===== src/rtl/id_stage.sv =====
// id_stage: decode/register-read stage with an 8x16 register file and a per-register
// pending-write scoreboard. Optional macro WB_BYPASS_EN forwards same-edge writeback data.
module id_stage #(
  parameter int DW   = 16,
  parameter int NREG = 8
) (
  input  logic                    CLK,
  input  logic                    RSTN,
  input  logic                    if_valid,
  input  logic [DW-1:0]           if_ir,
  input  logic [DW-1:0]           if_pc,
  output logic                    id_ready,
  input  logic                    flush,
  input  logic                    wb_en,
  input  logic                    wb_kill,
  input  logic [$clog2(NREG)-1:0] wb_addr,
  input  logic [DW-1:0]           wb_data,
  output logic                    id_valid,
  output logic [DW-1:0]           ir,
  output logic [DW-1:0]           pc,
  output logic [DW-1:0]           sr1,
  output logic [DW-1:0]           sr2,
  output logic                    id_wen,
  output logic [$clog2(NREG)-1:0] id_rd
);
  localparam int AW = $clog2(NREG);
`ifdef WB_BYPASS_EN
  localparam bit BYP = 1'b1;
`else
  localparam bit BYP = 1'b0;
`endif

  typedef struct packed {
    logic          use1;
    logic          use2;
    logic          wr;
    logic [AW-1:0] rd;
    logic [AW-1:0] rs1;
    logic [AW-1:0] rs2;
  } dec_t;

  logic [DW-1:0]   r_rf [NREG];
  logic [NREG-1:0] r_pend;
  logic [NREG-1:0] w_pend_nxt;
  dec_t            w_dec;
  logic            w_wbw, w_byp1, w_byp2, w_haz, w_acc;
  logic [DW-1:0]   w_rdat1, w_rdat2;

  always_comb begin
    w_dec      = '0;
    w_dec.rd   = if_ir[13:11];
    w_dec.rs1  = if_ir[10:8];
    w_dec.rs2  = if_ir[7:5];
    case (if_ir[15:14])
      2'b00: begin
        w_dec.use1 = 1'b1;
        w_dec.use2 = 1'b1;
        w_dec.wr   = (w_dec.rd != '0);
      end
      2'b01:   w_dec.wr   = (w_dec.rd != '0);
      2'b10:   w_dec.use1 = (w_dec.rd == 3'b001);
      default: ;
    endcase
  end

  // A retiring (non-killed) write to r1..r7 this edge; bypass lets a source read it directly.
  assign w_wbw   = wb_en & ~wb_kill & (wb_addr != '0);
  assign w_byp1  = BYP & w_wbw & (wb_addr == w_dec.rs1);
  assign w_byp2  = BYP & w_wbw & (wb_addr == w_dec.rs2);
  assign w_haz   = (w_dec.use1 & r_pend[w_dec.rs1] & ~w_byp1)
                 | (w_dec.use2 & r_pend[w_dec.rs2] & ~w_byp2)
                 | (w_dec.wr   & r_pend[w_dec.rd]);
  assign id_ready = RSTN & (~w_haz | flush);
  assign w_acc   = if_valid & ~flush & ~w_haz;
  assign w_rdat1 = w_byp1 ? wb_data : r_rf[w_dec.rs1];
  assign w_rdat2 = w_byp2 ? wb_data : r_rf[w_dec.rs2];

  // Clear on retire first, then set on issue, so a same-edge set wins.
  always_comb begin
    w_pend_nxt = r_pend;
    if (wb_en) w_pend_nxt[wb_addr] = 1'b0;
    if (w_acc & w_dec.wr) w_pend_nxt[w_dec.rd] = 1'b1;
    w_pend_nxt[0] = 1'b0;
  end

  always_ff @(posedge CLK or negedge RSTN) begin
    if (!RSTN) begin
      for (int i = 0; i < NREG; i++) r_rf[i] <= '0;
    end else if (w_wbw) begin
      r_rf[wb_addr] <= wb_data;
    end
  end

  always_ff @(posedge CLK or negedge RSTN) begin
    if (!RSTN) r_pend <= '0;
    else       r_pend <= w_pend_nxt;
  end

  always_ff @(posedge CLK or negedge RSTN) begin
    if (!RSTN) begin
      id_valid <= 1'b0;
      ir       <= '0;
      pc       <= '0;
      sr1      <= '0;
      sr2      <= '0;
      id_wen   <= 1'b0;
      id_rd    <= '0;
    end else if (w_acc) begin
      id_valid <= 1'b1;
      ir       <= if_ir;
      pc       <= if_pc;
      sr1      <= w_rdat1;
      sr2      <= w_rdat2;
      id_wen   <= w_dec.wr;
      id_rd    <= w_dec.rd;
    end else begin
      id_valid <= 1'b0;
      ir       <= '0;
      id_wen   <= 1'b0;
    end
  end
endmodule

===== config.mk =====
export PLATFORM = sky130hd
export DESIGN_NAME = id_stage
export DESIGN_NICKNAME = d
export VERILOG_FILES = /design/src/rtl/id_stage.sv
export SDC_FILE = /design/constraint.sdc
export NUM_CORES = 1
export LEC_CHECK = 0
export CAP_MARGIN = 20
export CELL_PAD_IN_SITES_DETAIL_PLACEMENT = 0
export CELL_PAD_IN_SITES_GLOBAL_PLACEMENT = 1
export CORE_MARGIN = 2
export CORE_UTILIZATION = 53
export CTS_CLUSTER_DIAMETER = 50
export DETAILED_ROUTE_END_ITERATION = 12
export DONT_BUFFER_PORTS = 1
export GPL_ROUTABILITY_DRIVEN = 1
export PLACE_DENSITY_LB_ADDON = 0.1
export SYNTH_ARGS = -nofsm -noshare
export SYNTH_HDL_FRONTEND = slang
export SYNTH_SLANG_ARGS = --single-unit

===== constraint.sdc =====
create_clock -name CLK -period 2.28 [get_ports CLK]
set_input_delay 0.228 -clock CLK [delete_from_list [all_inputs] [get_ports CLK]]
set_output_delay 0.228 -clock CLK [all_outputs]
set_load 0.01 [all_outputs]

Fig. 1: routing congestion
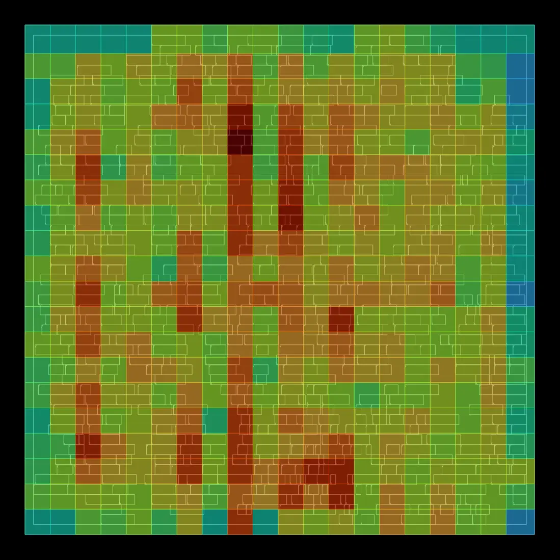
most used routing layer: met2
M3 GR Usage: 0.0477
drt wl/cell: 24.9 um

Fig. 2: sizing map
Scale: 3 px per um.
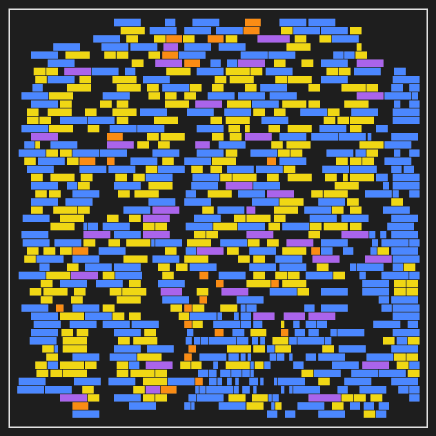
legend:
  _6 and larger:
    colour: purple
    cells: 36
    share: 5.5%
    most_used: clkbuf_16
  _0 and _1 cells:
    colour: blue
    cells: 327
    share: 50%
    most_used: dfrtp_1
  _2 cells:
    colour: yellow
    cells: 264
    share: 40%
    most_used: mux2_2
  _3 and _4 cells:
    colour: orange
    cells: 26
    share: 4.0%
    most_used: mux2_4

Fig. 3: layout detail
Region (22, 92) to (47, 117) um. Cells in grey, sequential cells in the stronger grey; small squares are vias.
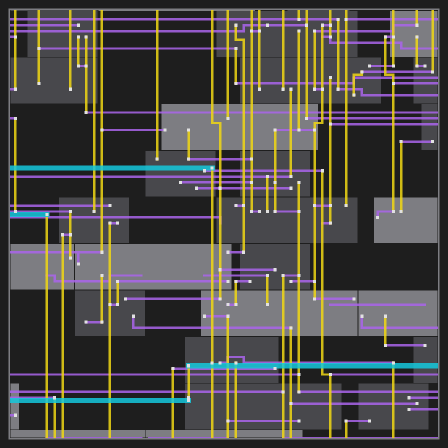
legend:
  metal 3:
    colour: cyan
  metal 2:
    colour: yellow
  metal 1:
    colour: purple
cells with their middle in the window: 17
sequential cells in the window: 4
netlist names of flops here include: r_rf (4)
most frequent: mux2_2 (7), mux4_2 (4), dfrtp_1 (4)

==> impl_metrics.yaml <==
# generated from flow reports
cells_and_area:
  fin_cells: 882
  final_common_cell: "dfrtp_1"
  fin_nets: 691
  largest_reg_flops: 128
  final_util: 0.625
  layout_top_cells: "dfrtp_1 (204), mux2_2 (179), mux4_2 (66), dlygate4sd3_1 (52), clkbuf_16 (27)"
  final_layout_size_suffix_gt1_frac: 0.499
cts:
  root_buffer: "clkbuf_16"
  numCtsBuffers: 26
  cts_num_sinks: 204
  post-cts-setup-buffer-count: 0
  cts_hold_buf: 52
  cts_tree: "built"
power_and_ir_drop:
  p_leak_nw: 4.78
  total_power_mw: 11.0
  ir_worst_vdd_v: 0.000591
  p_per_area_nw_per_um2: 981
routing:
  routed.top_layer: "met4"
  vias: 5422
  drcViolationCount: 0
  wirelength_um: 22000
  ant_nets: 0
  drt_iter0_markers: 238
  wl_met3_um: 1140
  firstDrtPassIters: 4
  wl_met1_um: 9280
  wl_met2_um: 11200
worst_setup_path:
  worst_setup_path_end_kind: "register"
  crit_family: "buffers and inverters"
  rr_startpoint: "r_pend[6]$_DFF_PN0_"
  r2r_setup_slack_ps: 110
  critical_path.cell_chain: "dlygate4sd3_1, nand2b_1, or2_1, a21o_1, o221ai_2, buf_4, mux2_2"
  reg2reg_to: "sr2[10]$_DFFE_PN0N_"
  rr_worst_depth: 7
  crit_path_end: "pc[4]$_DFFE_PN0N_"
  crit_arrival_ps: 2610
  cp_max_fo: 29
  crit_start: "if_ir[11]"
  worst_path_largest_cell_delay_ps: 740
  criticalPathCategory: "in -> reg"
  crit_slowest_cell: "dlygate4sd3_1"
  required_ps: 2670
yosys:
  edf_count: 0
  yosysUniqueCellTypes: 36
  ys_seq_share: 0.530
  postSynthCellCount: 600
  synth_stat.cells: 600
  ys_area_um2: 9630
  ys_ff: 204
  ff_type: "dfrtp_1"
  syn-num-nets: 657
  synthArstFlopShare: 1.00
  syn_area_per_cell_um2: 16.1
sta:
  min_period_ps: 2220
  post-route-period-util: 0.972
  maxSlewViolCount: 0
  tightest_slew_ps: 832
  fmax_mhz: 451
  hold_ws_ps: -588
  setup_violations: 0
  slew_headroom: 0.444
  finalHoldViolCount: 204
  worst_slack_ps: 63.7
die:
  fp.dieW_um: 139
  fp_util: 0.538
  die_area_um2: 19300
  core_um2: 17900
  die_h_um: 139
  io_pins: 127
job:
  warnings: 31
  cap_violations: 0
outcome:
  violations: "hold timing"
  status: "complete, but fails checks"
placed_design:
  pre_cts_ws_ps: 141
  numPortBuffers: 0
  dp_hpwl_um: 12300
  gp_congestion: 0.758
  numPlacedInstances: 783
global_route:
  grt_util_met1: 0.306
  grt_util_all_layers: 0.231
  grt_pass1_vias: 6016
  antenna_found_initial: 0
  grt_pass1_wl_um: 34800
  met2_usage: 0.400
Fig. 4: signal wires on met1
Scale: 3 px per um.
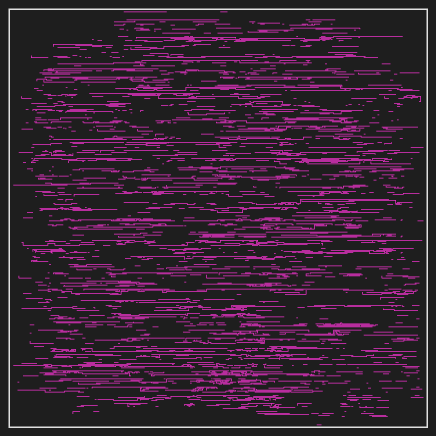
longest straight run: 47.4 um
main direction: horizontal
wire length on this layer: 9280 um

Fig. 5: cells coloured by class
Scale: 3 px per um.
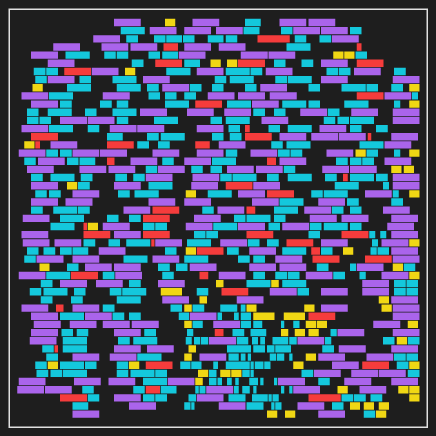
legend:
  sequential cells:
    colour: purple
    cells: 204
    share_of_their_area: 47%
  combinational and other logic:
    colour: cyan
    cells: 338
    share_of_their_area: 39%
  clock drivers and dummy loads:
    colour: red
    cells: 47
    share_of_their_area: 8.0%
  remaining buffers and delay cells:
    colour: yellow
    cells: 64
    share_of_their_area: 5.9%
row count: 49
fin area: 11200 um^2

power breakdown:
group | leakage [nW] | total (mW) | switching, mW | internal (mW)
clock | 0.424 | 4.06 | 1.56 | 2.50
combinational | 1.80 | 1.76 | 0.502 | 1.26
sequential | 2.56 | 5.15 | 0.728 | 4.42
cells by family (layout without fill, tap and decap cells):
group | count (synthesis) | after routing | share of synthesized area
flops | 204 | 204 | 0.530
buf+inv | 62 | 115 | 0.0320
mux | 265 | 265 | 0.391
compound gates | 24 | 24 | 0.0208
simple gates | 45 | 45 | 0.0266
cells in the mapped netlist, types with 4 or more instances:
| master | count | area, um^2 |
|---|---|---|
| nor3_1 | 4 | 20.0 |
| nand2b_1 | 4 | 25.0 |
| mux2_1 | 7 | 78.8 |
| mux4_2 | 66 | 1490 |
| clkbuf_1 | 33 | 124 |
| o31ai_1 | 5 | 37.5 |
| mux2_2 | 180 | 2030 |
| nand2_1 | 7 | 26.3 |
| and2_1 | 14 | 87.6 |
| mux2_4 | 10 | 150 |
| nor2_1 | 5 | 18.8 |
| buf_6 | 5 | 56.3 |
| o21ai_0 | 8 | 40.0 |
| dfrtp_1 | 204 | 5100 |
| buf_2 | 15 | 75.1 |
through the flow:
step	setup TNS, ps	cell area (um^2)
4_1_cts	0	11200
2_1_floorplan	0	9630
3_3_place_gp	0	9770
6_report	0	11200
3_5_place_dp	0	9770
5_1_grt	-400	11200
cell type report:
cell class	instances	area [um^2]
clock buffers	34	732
clock inverters	13	139
fillers	1327	6710
inverters	4	15.0
multi-input cells	334	4270
flip-flops and latches	204	5100
well taps	229	287
repair buffers	64	648
repair_timing:
item / in CTS / in global routing
endpoints found under the hold margin: 373 / 204
endpoints found under the setup margin: 0 / 13
gates resized: 0 / 6
Power is estimated from default activity; no workload was simulated.
